==> config.mk <==
export PLATFORM = sky130hd
export DESIGN_NAME = phys_reg_freelist
export DESIGN_NICKNAME = d
export VERILOG_FILES = /design/src/rtl/phys_reg_freelist_pkg.sv /design/src/rtl/phys_reg_freelist_prefix_popcount.sv /design/src/rtl/phys_reg_freelist.sv
export SDC_FILE = /design/constraint.sdc
export NUM_CORES = 1
export LEC_CHECK = 0
export ABC_AREA = 0
export CAP_MARGIN = 20
export CELL_PAD_IN_SITES_DETAIL_PLACEMENT = 1
export CELL_PAD_IN_SITES_GLOBAL_PLACEMENT = 2
export CORE_ASPECT_RATIO = 0.9
export CORE_MARGIN = 2
export CORE_UTILIZATION = 40
export DETAILED_ROUTE_END_ITERATION = 8
export HOLD_SLACK_MARGIN = 0.1
export PLACE_DENSITY_LB_ADDON = 0.1
export SLEW_MARGIN = 20
export SYNTH_ARGS = -nofsm -noshare
export SYNTH_HDL_FRONTEND = slang
export SYNTH_HIERARCHICAL = 1
export SYNTH_SLANG_ARGS = --single-unit
==> constraint.sdc <==
create_clock -name clk -period 16.6 [get_ports clk]
set_input_delay 2.49 -clock clk [delete_from_list [all_inputs] [get_ports clk]]
set_output_delay 2.49 -clock clk [all_outputs]
set_load 0.03 [all_outputs]
==> images/flops_by_reg.png <==
Other sequential cells in the stronger gray, the rest of the logic in the fainter gray.
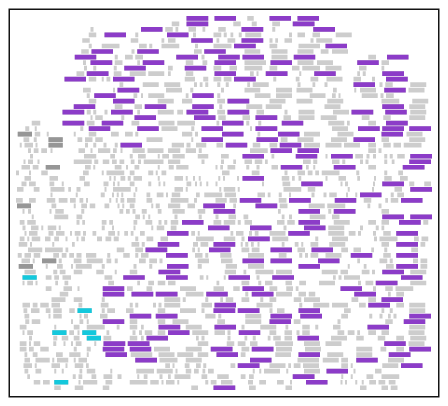
Purple is `entry_q`, placed flops 192, where widely spread. Cyan is `head_q`, placed flops 6, where lower left.
power drawn by the sequential cells: 647 µW
final core occ: 45.0%

==> images/clk_routes.png <==
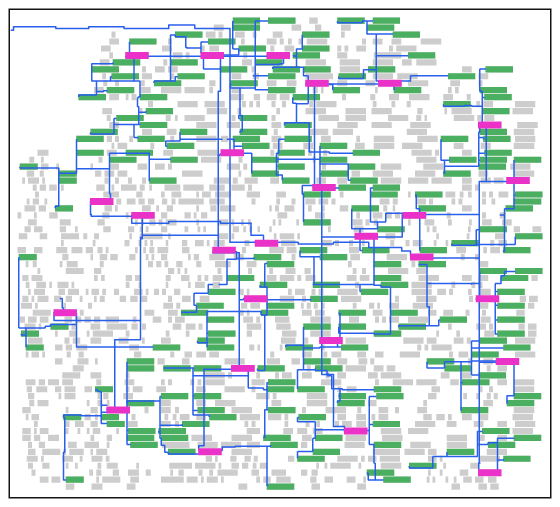
Magenta is clock drivers, count 26. Blue is clock wires, length 3460 µm. Green is flip-flops, count 205.
There are 27 routed clock nets.
worst clock skew on the final layout: 0.0121 ns
share of power burned in the clock network: 28.4%

==> images/placement.png <==
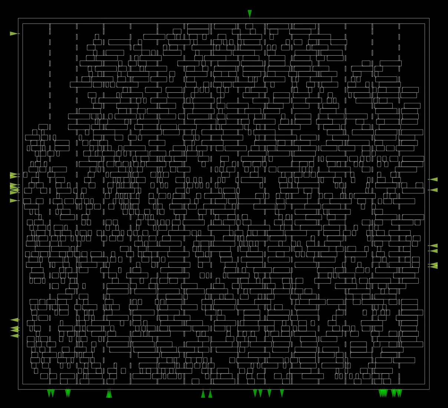
FFs & Latches: 205
number of standard-cell rows in the floorplan: 68
fill cell total of the finished layout: 3912

==> images/layer_met4.png <==
Scale bar: 50 µm. Supply wires on this layer in gray.
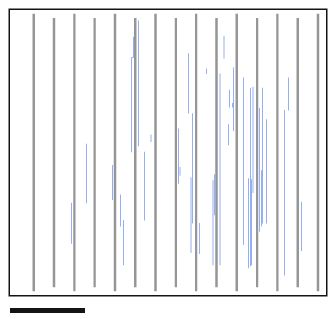
The layer carries 1740 µm of wire. The longest straight run is 128 µm. The wires run mostly vertical.
wire length after detailed routing: 57.6 mm
total via count after detailed routing: 11300

==> flow_metrics.tcl <==
# place-and-route summary
set metrics [dict create \
    run_status "finished clean" \
    core_area_mm2 0.0382 \
    syn_avg_cell_area_um2 12.6 \
    global_route.usage.total_pct 29.2 \
    post-dp-hpwl_mm 40.5 \
    n_all_buffers 74 \
    synth_stat.cells 1228 \
    cts_stage_hold_buffer_count 0 \
    synth.top_cells.by_area "edfxtp_1 (37%), mux4_2 (17%), mux2_2 (13%)" \
    leakage_nw 5.27 \
    post_synth_inst_count 1228 \
    antenna_found_initial 1 \
    grt_start_max_net_pins 82 \
    via_count_of_the_first_global_routing_pass 11500 \
    synth_top_area_share_pct 37.3 \
    grt_remaining_overflow 0 \
    grt_setup_unrepaired "no" \
    cp.depth 9 \
    clk-insertion-delay-late_ns 0.56 \
    hold-path-cell-count 2 \
    comb_area_share_pct 51.8 \
    critical-path-slowest-cell "clkdlybuf4s50_1" \
    final_layout_size_suffix_gt1_share_pct 36.2 \
    tap_cells 490 \
    setup.worst_path.end_class "primary output" \
    netlist_area_mm2 0.0155 \
    route.detailed.wl_per_inst_um 33.4 \
    root_buffer "clkbuf_16" \
    clock_tree_from_tritoncts "built" \
    worst-setup-path-type "input port to primary output" \
    final_clock_period_utilization_by_the_worst_path_pct 53.3 \
    synth-compound-area-share_pct 3.18 \
    drt_iter0_markers 1359 \
    chip_area_mm2 0.0402 \
    seq_area_frac_synth_pct 39.0 \
    synth-main-ff-cell "edfxtp_1" \
    xor_area_share_pct 1.81 \
    fp.dieW_um 211 \
    arrival_ns 6.35 \
    fin_tns_setup_ns 0 \
    final_net_count 1279 \
    clk_pin_slew_ns 0.06 \
    vias_per_cell 6.55 \
    layout.area.comb_mm2 0.00890 \
]
power breakdown:
group,switching (mW),leakage (nW),internal [mW]
registers,0.0369,1.70,0.610
logic,0.584,3.13,0.305
clock network,0.249,0.437,0.360
through the flow:
stage               power (mW)  instances  setup slack [ns]
finish                    2.14       1726              7.76
global route              2.23       1726              7.61
CTS                       2.15       1725              7.74
detailed placement        1.53       1677              7.55
global placement          1.52       1677              7.69
floorplan                 1.23       1234              8.75
worst register-to-register path: stages (launching register included):
cell	delay, ns
dfxtp_1	0.58
inv_1	0.19
fa_1	0.60
inv_1	0.05
ha_1	0.27
nor2b_1	0.13
o21ai_0	0.32
nor3_4	0.11
a21oi_1	0.44
mux2i_1	0.32
ha_1	0.18
inv_1	0.04
ha_1	0.22
fa_1	0.48
a21o_1	0.18
a21oi_1	0.16
xor2_1	0.35
nor3_1	0.17
mux2i_4	0.17
buf_4	0.66
buf_4	0.74
a311o_1	0.51
cells in the final DEF, fill, tap and decap left out, types with 8 or more instances in the layout:
master           count
edfxtp_1           192
mux2_2             182
mux4_2             120
nand3_1            119
nor3_1              90
nor2_1              63
nand2_1             49
clkdlybuf4s50_1     36
ha_1                35
buf_4               35
clkbuf_16           27
inv_1               22
xnor2_1             19
a31oi_1             18
mux2i_1             15
a21oi_1             13
mux2_4              13
dfxtp_1             13
nor3_4              11
nand3_4             10
a311o_1             10
xor2_1               9
or3_1                9
conb_1               9
nor2b_1              8
nor3_2               8
cells in the mapped netlist, types with 18 or more instances:
cell and instances:
edfxtp_1 192, mux2_2 181, mux4_2 120, nand3_1 119, nor3_1 94, clkbuf_1 76
nor2_1 63, nand2_1 49, ha_1 37, inv_1 22, xnor2_1 21, a31oi_1 18
routing by layer:
metal,wire (µm),share of wire [%]
met2,26400,46
met3,3990,6.9
met5,13,0.023
met1,25400,44
met4,1740,3.0
Power is estimated from default activity; no workload was simulated.
